Figure 1. Congestion heat map.
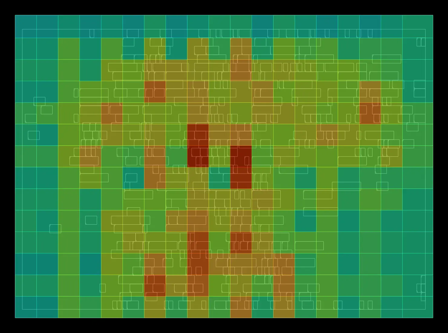
Figure 2. Where the registers sit.
Scale bar: 50 µm.
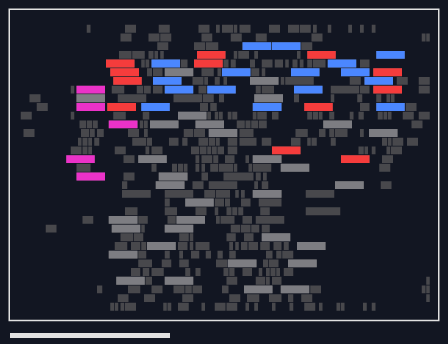
### src/rtl/iwdg_pkg.sv
// Shared definitions for the IWDG sequencer: Wishbone keys, register offsets, FSM states.
// Latency: n/a (constants and types only).
// Backpressure: n/a.
package iwdg_pkg;

    // Keys written to KR
    localparam logic [15:0] ACCESS_KEY = 16'h5555;  // unlock PR/RLR for writing
    localparam logic [15:0] RELOAD_KEY = 16'hAAAA;  // refresh the down-counter
    localparam logic [15:0] COUNT_KEY  = 16'hCCCC;  // start the watchdog

    // Register byte offsets from the IWDG base address
    localparam logic [31:0] KR_OFS  = 32'h0000_0000;
    localparam logic [31:0] PR_OFS  = 32'h0000_0004;
    localparam logic [31:0] RLR_OFS = 32'h0000_0008;
    localparam logic [31:0] ST_OFS  = 32'h0000_000C;

    typedef enum logic [3:0] {
        ST_IDLE    = 4'd0,
        ST_UNLOCK  = 4'd1,
        ST_WR_PR   = 4'd2,
        ST_WR_RLR  = 4'd3,
        ST_VERIFY  = 4'd4,
        ST_START   = 4'd5,
        ST_RUNNING = 4'd6,
        ST_KICK    = 4'd7,
        ST_ERROR   = 4'd8
    } iwdg_state_e;

endpackage

### src/rtl/iwdg_wb_master.sv
// Single-transaction Wishbone master: one classic cycle per accepted req, with ack timeout.
// Latency: cyc/stb rise the cycle after req is seen while idle; done/timeout are same-cycle with ack/expiry.
// Backpressure: holds cyc/stb/adr/dat/we stable until ack or ACK_TIMEOUT cycles; req ignored while a cycle is open.
//
// Ports: clk_m2s/rst_m2s clock and async active-low reset; req/we/adr/wdat transaction request;
// done/rdat/timeout completion status; adr/dat/we/cyc/stb_m2s and dat/ack_s2m the Wishbone bus.
module iwdg_wb_master #(
    parameter int KR_SIZE     = 16,
    parameter int ACK_TIMEOUT = 32
) (
    input  logic               clk_m2s,
    input  logic               rst_m2s,
    // request side
    input  logic               req,
    input  logic               we,
    input  logic [31:0]        adr,
    input  logic [KR_SIZE-1:0] wdat,
    output logic               done,
    output logic [KR_SIZE-1:0] rdat,
    output logic               timeout,
    // Wishbone side
    output logic [31:0]        adr_m2s,
    output logic [KR_SIZE-1:0] dat_m2s,
    output logic               we_m2s,
    output logic               cyc_m2s,
    output logic               stb_m2s,
    input  logic [KR_SIZE-1:0] dat_s2m,
    input  logic               ack_s2m
);

    localparam int TW = (ACK_TIMEOUT < 2) ? 1 : $clog2(ACK_TIMEOUT);
    // Last cycle number (0-based) that cyc may stay open without an ack
    localparam logic [TW-1:0] TO_LAST = TW'(ACK_TIMEOUT - 1);

    logic [31:0]        adr_q, adr_d;
    logic [KR_SIZE-1:0] dat_q, dat_d;
    logic               we_q, we_d;
    logic               cyc_q, cyc_d;
    logic               stb_q, stb_d;
    logic [TW-1:0]      tcnt_q, tcnt_d;

    // Completion is combinational so the FSM can advance on the same edge
    // that drops cyc; this keeps a zero-wait write at three cycles.
    assign done    = cyc_q & ack_s2m;
    assign timeout = cyc_q & ~ack_s2m & (tcnt_q == TO_LAST);
    assign rdat    = dat_s2m;

    always_comb begin
        adr_d  = adr_q;
        dat_d  = dat_q;
        we_d   = we_q;
        cyc_d  = cyc_q;
        stb_d  = stb_q;
        tcnt_d = tcnt_q;
        if (cyc_q) begin
            if (done || timeout) begin
                cyc_d  = 1'b0;
                stb_d  = 1'b0;
                tcnt_d = '0;
            end else begin
                tcnt_d = tcnt_q + 1'b1;
            end
        end else if (req) begin
            cyc_d  = 1'b1;
            stb_d  = 1'b1;
            we_d   = we;
            adr_d  = adr;
            dat_d  = wdat;
            tcnt_d = '0;
        end
    end

    always_ff @(posedge clk_m2s or negedge rst_m2s) begin
        if (!rst_m2s) begin
            adr_q  <= '0;
            dat_q  <= '0;
            we_q   <= 1'b0;
            cyc_q  <= 1'b0;
            stb_q  <= 1'b0;
            tcnt_q <= '0;
        end else begin
            adr_q  <= adr_d;
            dat_q  <= dat_d;
            we_q   <= we_d;
            cyc_q  <= cyc_d;
            stb_q  <= stb_d;
            tcnt_q <= tcnt_d;
        end
    end

    assign adr_m2s = adr_q;
    assign dat_m2s = dat_q;
    assign we_m2s  = we_q;
    assign cyc_m2s = cyc_q;
    assign stb_m2s = stb_q;

endmodule

### src/rtl/iwdg_seq_ctrl.sv
// IWDG sequencer: unlocks, programs PR/RLR, starts the watchdog, then refreshes it periodically or on demand.
// Latency: start to cfg_done is 13 cycles with a zero-wait slave (16 with IWDG_SEQ_VERIFY_EN); kick_req to cyc is 2 cycles.
// Backpressure: each bus step waits for ack (bounded by ACK_TIMEOUT, then ERROR); start while busy is ignored.
//
// Ports: clk_m2s/rst_m2s clock and async active-low reset; start/stop/kick_req control pulses;
// cfg_pr/cfg_rlr/kick_period configuration; Wishbone master bus (*_m2s out, *_s2m in); busy/cfg_done/err status.
// Optional build macro IWDG_SEQ_VERIFY_EN adds a read-back check of RLR before the watchdog is started.
module iwdg_seq_ctrl
    import iwdg_pkg::*;
#(
    parameter int          IWDG_KR_SIZE  = 16,
    parameter int          IWDG_PR_SIZE  = 3,
    parameter int          IWDG_RLR_SIZE = 12,
    parameter logic [31:0] BASE_ADR      = 32'h0100_0000,
    parameter int          KICK_CNT_SIZE = 16,
    parameter int          ACK_TIMEOUT   = 32
) (
    input  logic                     clk_m2s,
    input  logic                     rst_m2s,
    input  logic                     start,
    input  logic                     stop,
    input  logic                     kick_req,
    input  logic [IWDG_PR_SIZE-1:0]  cfg_pr,
    input  logic [IWDG_RLR_SIZE-1:0] cfg_rlr,
    input  logic [KICK_CNT_SIZE-1:0] kick_period,
    output logic [31:0]              adr_m2s,
    output logic [IWDG_KR_SIZE-1:0]  dat_m2s,
    output logic                     we_m2s,
    output logic                     cyc_m2s,
    output logic                     stb_m2s,
    input  logic [IWDG_KR_SIZE-1:0]  dat_s2m,
    input  logic                     ack_s2m,
    output logic                     busy,
    output logic                     cfg_done,
    output logic                     err
);

    localparam logic [KICK_CNT_SIZE-1:0] KCNT_ONE = KICK_CNT_SIZE'(1);

    iwdg_state_e                state_q, state_d;
    logic [IWDG_PR_SIZE-1:0]    pr_q, pr_d;
    logic [IWDG_RLR_SIZE-1:0]   rlr_q, rlr_d;
    logic [KICK_CNT_SIZE-1:0]   kcnt_q, kcnt_d;
    logic                       stop_pend_q, stop_pend_d;
    logic                       busy_q, busy_d;
    logic                       cfg_done_q, cfg_done_d;
    logic                       err_q, err_d;

    logic                       bus_req;
    logic                       bus_we;
    logic [31:0]                bus_adr;
    logic [IWDG_KR_SIZE-1:0]    bus_wdat;
    logic                       bus_done;
    logic                       bus_timeout;
    logic [IWDG_KR_SIZE-1:0]    bus_rdat;
    logic [KICK_CNT_SIZE-1:0]   kload;

    // A zero period would never expire; run it as one cycle instead.
    assign kload = (kick_period == '0) ? KCNT_ONE : kick_period;

    // Transaction requested by each bus state. The master only samples
    // this while idle, so holding it through the open cycle is harmless.
    always_comb begin
        bus_req  = 1'b0;
        bus_we   = 1'b1;
        bus_adr  = BASE_ADR + KR_OFS;
        bus_wdat = '0;
        case (state_q)
            ST_UNLOCK: begin
                bus_req  = 1'b1;
                bus_wdat = IWDG_KR_SIZE'(ACCESS_KEY);
            end
            ST_WR_PR: begin
                bus_req  = 1'b1;
                bus_adr  = BASE_ADR + PR_OFS;
                bus_wdat = IWDG_KR_SIZE'(pr_q);
            end
            ST_WR_RLR: begin
                bus_req  = 1'b1;
                bus_adr  = BASE_ADR + RLR_OFS;
                bus_wdat = IWDG_KR_SIZE'(rlr_q);
            end
`ifdef IWDG_SEQ_VERIFY_EN
            ST_VERIFY: begin
                bus_req  = 1'b1;
                bus_we   = 1'b0;
                bus_adr  = BASE_ADR + RLR_OFS;
            end
`endif
            ST_START: begin
                bus_req  = 1'b1;
                bus_wdat = IWDG_KR_SIZE'(COUNT_KEY);
            end
            ST_KICK: begin
                bus_req  = 1'b1;
                bus_wdat = IWDG_KR_SIZE'(RELOAD_KEY);
            end
            default: begin
                bus_req  = 1'b0;
            end
        endcase
    end

`ifdef IWDG_SEQ_VERIFY_EN
    logic rlr_mismatch;
    assign rlr_mismatch = (bus_rdat[IWDG_RLR_SIZE-1:0] != rlr_q);
`else
    // Read data is only consumed by the verify step.
    logic unused_rdat;
    assign unused_rdat = ^bus_rdat;
`endif

    always_comb begin
        state_d     = state_q;
        pr_d        = pr_q;
        rlr_d       = rlr_q;
        kcnt_d      = kcnt_q;
        stop_pend_d = stop_pend_q;
        cfg_done_d  = cfg_done_q;
        err_d       = err_q;
        case (state_q)
            ST_IDLE, ST_ERROR: begin
                if (start) begin
                    pr_d        = cfg_pr;
                    rlr_d       = cfg_rlr;
                    err_d       = 1'b0;
                    cfg_done_d  = 1'b0;
                    stop_pend_d = 1'b0;
                    state_d     = ST_UNLOCK;
                end else if (stop) begin
                    cfg_done_d  = 1'b0;
                end
            end
            ST_RUNNING: begin
                // stop beats kick_req beats counter expiry
                if (stop) begin
                    cfg_done_d = 1'b0;
                    state_d    = ST_IDLE;
                end else if (kick_req || (kcnt_q == KCNT_ONE)) begin
                    state_d    = ST_KICK;
                end else begin
                    kcnt_d     = kcnt_q - 1'b1;
                end
            end
            ST_UNLOCK, ST_WR_PR, ST_WR_RLR, ST_START, ST_KICK
`ifdef IWDG_SEQ_VERIFY_EN
            , ST_VERIFY
`endif
            : begin
                // A stop here lets the open transaction finish first.
                if (stop) begin
                    stop_pend_d = 1'b1;
                    cfg_done_d  = 1'b0;
                end
                if (bus_timeout) begin
                    err_d       = 1'b1;
                    stop_pend_d = 1'b0;
                    state_d     = ST_ERROR;
                end else if (bus_done) begin
                    if (stop || stop_pend_q) begin
                        stop_pend_d = 1'b0;
                        state_d     = ST_IDLE;
                    end else begin
                        case (state_q)
                            ST_UNLOCK: state_d = ST_WR_PR;
                            ST_WR_PR:  state_d = ST_WR_RLR;
`ifdef IWDG_SEQ_VERIFY_EN
                            ST_WR_RLR: state_d = ST_VERIFY;
                            ST_VERIFY: begin
                                if (rlr_mismatch) begin
                                    err_d   = 1'b1;
                                    state_d = ST_ERROR;
                                end else begin
                                    state_d = ST_START;
                                end
                            end
`else
                            ST_WR_RLR: state_d = ST_START;
`endif
                            ST_START: begin
                                cfg_done_d = 1'b1;
                                state_d    = ST_RUNNING;
                            end
                            ST_KICK:   state_d = ST_RUNNING;
                            default:   state_d = ST_IDLE;
                        endcase
                    end
                end
            end
            default: begin
                state_d = ST_IDLE;
            end
        endcase
        // Every entry into RUNNING (after START or KICK) restarts the interval.
        if ((state_d == ST_RUNNING) && (state_q != ST_RUNNING)) begin
            kcnt_d = kload;
        end
        busy_d = (state_d != ST_IDLE) && (state_d != ST_ERROR);
    end

    always_ff @(posedge clk_m2s or negedge rst_m2s) begin
        if (!rst_m2s) begin
            state_q     <= ST_IDLE;
            pr_q        <= '0;
            rlr_q       <= '0;
            kcnt_q      <= '0;
            stop_pend_q <= 1'b0;
            busy_q      <= 1'b0;
            cfg_done_q  <= 1'b0;
            err_q       <= 1'b0;
        end else begin
            state_q     <= state_d;
            pr_q        <= pr_d;
            rlr_q       <= rlr_d;
            kcnt_q      <= kcnt_d;
            stop_pend_q <= stop_pend_d;
            busy_q      <= busy_d;
            cfg_done_q  <= cfg_done_d;
            err_q       <= err_d;
        end
    end

    assign busy     = busy_q;
    assign cfg_done = cfg_done_q;
    assign err      = err_q;

    iwdg_wb_master #(
        .KR_SIZE     (IWDG_KR_SIZE),
        .ACK_TIMEOUT (ACK_TIMEOUT)
    ) u_wb_master (
        .clk_m2s (clk_m2s),
        .rst_m2s (rst_m2s),
        .req     (bus_req),
        .we      (bus_we),
        .adr     (bus_adr),
        .wdat    (bus_wdat),
        .done    (bus_done),
        .rdat    (bus_rdat),
        .timeout (bus_timeout),
        .adr_m2s (adr_m2s),
        .dat_m2s (dat_m2s),
        .we_m2s  (we_m2s),
        .cyc_m2s (cyc_m2s),
        .stb_m2s (stb_m2s),
        .dat_s2m (dat_s2m),
        .ack_s2m (ack_s2m)
    );

endmodule

### config.mk
export PLATFORM = sky130hd
export DESIGN_NAME = iwdg_seq_ctrl
export DESIGN_NICKNAME = d
export VERILOG_FILES = /design/src/rtl/iwdg_pkg.sv /design/src/rtl/iwdg_wb_master.sv /design/src/rtl/iwdg_seq_ctrl.sv
export SDC_FILE = /design/constraint.sdc
export NUM_CORES = 1
export LEC_CHECK = 0
export CAP_MARGIN = 15
export CORE_AREA = 2 2 132 95
export CTS_CLUSTER_DIAMETER = 30
export CTS_CLUSTER_SIZE = 10
export DETAILED_ROUTE_END_ITERATION = 6
export DIE_AREA = 0 0 134 97
export SYNTH_ARGS = -nofsm -noshare
export SYNTH_HDL_FRONTEND = slang
export SYNTH_SLANG_ARGS = --single-unit
### constraint.sdc
create_clock -name clk_m2s -period 3.3 [get_ports clk_m2s]
set_input_delay 0.495 -clock clk_m2s [delete_from_list [all_inputs] [get_ports clk_m2s]]
set_output_delay 0.495 -clock clk_m2s [all_outputs]
set_load 0.03 [all_outputs]
==> results_slide.txt <==
Run Summary

Worst setup path
  • Crit path max fanout: 16
  • CP Launch Type: flip-flop
  • Worst path slowest cell: dfrtp_1
  • Worst R2R Setup Slack: approximately 0.54 ns
  • Critical path endpoint category: flip-flop
  • Data required, critical path: 3.50 ns
  • Largest delay share family, worst path: simple AND/OR/NAND/NOR gates
  • Critical Path Most Common Cell: ha_1
  • CP arrival: between 2 and 3 ns
  • Crit-path cells: ha_1 -> and3_1 -> ha_1 -> and3b_1 -> a211oi_2 -> o221ai_1 -> nor3_4 -> and2_4 -> mux2_2
  • Worst R2R Path Depth: 9
  • Crit Path Category: reg2reg
  • CP bufs+invs: 0
  • Crit-path max cell delay: 0.40 ns

Global routing
  • First-pass GRT wire length: 13400 µm
  • Gr usage total: 0.130
  • Number of antenna violations at the first check in global routing: 0

Clock tree
  • CTS tree: built
  • Post-CTS sizing: 0
  • Clk buf depth: 2
  • Postcts setup bufs: 0
  • Num CTS Buffers: 9
  • Hold buffer count at CTS: 0
  • Clk root buf: clkbuf_16
  • TritonCTS Sinks: 65
  • Htree depth: 3
  • Reg clk slew, reported paths: 0.05 ns
  • Clk_lat worst skew: 0.32 ns

Floorplan
  • Std-Cell Core Area: 11600 µm²
  • Die Area: 13000 µm²
  • IO Pins: ~110
  • Row count: 33
  • Height of the chip: a little under 100 µm
  • Starting Density: 0.297
  • Die span in x: between 100 and 150 µm

Final layout
  • Fill cells: between 1000 and 1500
  • Ant diodes: 0
  • Fin nets: 456
  • Fraction of layout cells with a size suffix above 1: 0.124
  • Area Overhead vs Synth: 27.2%

Yosys
  • Mux area share: 0.0646
  • Biggest area cells: dfrtp_1 (47%), buf_4 (6.8%), mux2_2 (5.2%)
  • Simple Share, Synth: 0.170
  • Main logic family: simple AND/OR/NAND/NOR gates
  • Post-synth EDFFs: 0
  • Yosys warning count: 0
  • Mapped cell area: 3450 µm²
  • Yosys aoi share: 0.147
  • Yosys reg bits: approximately 65
  • Top-count cell post-synth: dfrtp_1
  • Syn avg cell area: 10.2 µm²
  • Area fraction in xor and xnor cells: 0.0280
  • Most instantiated cells after synthesis: dfrtp_1 (65), buf_4 (31), nand2_1 (30), o21ai_0 (25), nor2_1 (21)
  • Number of cells in Yosys stat: between 300 and 400
  • Sequential fraction of the synthesis area: 0.472
  • FA/HA/MAJ Cells, Area Fraction: 0.0145
  • Post-Synthesis Cells: 338
  • Synth cell types: 58
  • YS chip area: 3450 µm²
  • Top-area cell share: 0.472
  • Most used flip-flop cell: dfrtp_1
  • Synth async-reset ratio: 1.00

Flow run
  • Max cap viols: 0
  • Stage-log warning count: 43

Power
  • Tot Pwr: ~3.3 mW
  • Peak VDD IR: 0.280 mV
  • Pwr dens: ~750 nW/µm²
  • Leak: 1.96 nW

STA
  • Fmax: between 300 and 400 MHz
  • Hold Vio Cnt, Final: 0
  • Least-Margin Pin Slew: 0.783 ns
  • Final setup fails: 0
  • Setup TNS: 0 ns
  • Clock skew: 0.00385 ns
  • Fin crit period: between 2 and 3 ns
  • Slew Limit Fails: 0
  • RSZ-0062 raised after global routing: no
  • Relative slew slack: 0.478

Min path
  • Min-delay worst type: in2async

Detailed routing
  • Vias per cell: around 4.6
  • DRT Pass-1 Iters: 4
  • WL final: 8060 µm
  • Via count: between 2000 and 3000
  • Drt drc: 0
  • DRT iter0 DRCs: 144

Run status
  • Outcome: complete, no violations

Placement
  • Port buffer count: approximately 60
About Figure 1:
GR Util met1: 0.175
fin util: 0.378
wire length per cell: 14.4 µm

About Figure 2:
legend:
  blue:
    name_in_the_netlist: `u_wb_master.dat_m2s`
    sequential_cells: 16
  magenta:
    name_in_the_netlist: `u_wb_master.tcnt_q`
    sequential_cells: 5
  red:
    name_in_the_netlist: `rlr_q`
    sequential_cells: 12
not coloured: 32

[logic make-up after synthesis]
| kind of cell | after synthesis |
|---|---|
| AOI/OAI and AO/OA | 72 |
| other | 1 |
| buffers and inverters | 58 |
| DFF | 65 |
| xor gates and xnor gates | 11 |
| muxes | 20 |
| adders and majority gates | 4 |
| and+or+nand+nor | 107 |
[cell usage in the layout, fill, tap and decap left out, types with 2 or more instances in the layout]
cell type and count:
dfrtp_1 65, clkdlybuf4s50_1 60, nand2_1 30, conb_1 29, o21ai_0 25, nor2_1 21, mux2_2 16, inv_1 12
a21oi_1 12, nand3_1 9, clkbuf_16 9, nor3_1 8, nand2b_1 7, xnor2_1 6, a22o_1 6, xor2_1 5
a32o_1 5, buf_4 5, and3_1 4, o41ai_1 4, o31ai_1 4, nor4_1 4, ha_1 4, or3b_1 3
clkinv_2 3, and2_4 2, and3b_1 2, nor4_2 2, nor4b_1 2, o221ai_1 2, a31oi_1 2, mux2_1 2
or4_1 2, mux2i_1 2, clkbuf_1 2
[power by group]
group	switching [mW]	internal [mW]
Clock	0.312	0.576
Sequential	0.178	1.03
Combinational	0.709	0.501
[per-stage QoR]
step / utilization / hold slack (ns) / setup slack [ns] / instance area [µm²] / cells
floorplan: - / 0.199 / 0.614 / 3550 / 366
global placement: 0.354 / 0.462 / 0.456 / 4110 / 545
detailed placement: 0.354 / 0.478 / 0.439 / 4110 / 545
CTS: 0.378 / 0.281 / 0.535 / 4380 / 560
global route: 0.378 / 0.306 / 0.389 / 4380 / 560
finish: 0.378 / 0.247 / 0.544 / 4380 / 560
[area by class of cell]
class,count,area (µm²),share of cell area
Sequential cell,65,1630,0.371
Multi-Input combinational cell,243,1570,0.358
Timing Repair Buffer,67,663,0.151
Clock buffer,11,233,0.0531
Tap cell,157,196,0.0448
Inverter,13,48.8,0.0111
Clock inverter,4,45.0,0.0103
[worst max-delay path by stage]
| stage | depth (start not counted) | startpoint | endpoint |
|---|---|---|---|
| CTS | 9 | u_wb_master.tcnt_q[0] | kcnt_q[1] |
| detailed placement | 7 | ack_s2m | kcnt_q[7] |
| finish | 9 | u_wb_master.tcnt_q[0] | kcnt_q[7] |
| floorplan | 11 | u_wb_master.tcnt_q[0] | kcnt_q[11] |
| global placement | 7 | ack_s2m | kcnt_q[4] |
| global route | 9 | u_wb_master.tcnt_q[0] | kcnt_q[1] |
[state kept, by name (all words and copies together) (netlist names)]
register	flops
busy	1
cfg_done	1
err	1
kcnt_q	16
pr_q	3
rlr_q	12
state_q	4
stop_pend_q	1
u_wb_master.adr_m2s	3
u_wb_master.cyc_m2s	1
u_wb_master.dat_m2s	16
u_wb_master.stb_m2s	1
u_wb_master.tcnt_q	5
[layer usage]
metal / vias to the layer above / track usage / share of wire
met2: 58 / 0.196 / 0.45
li1: 1262 / - / -
met1: 1259 / 0.175 / 0.48
met3: 10 / 0.0493 / 0.054
met4: 0 / 0.0344 / 0.014
met5: - / 0 / 0
No activity file was given, so power comes from the tool's default toggle rates.
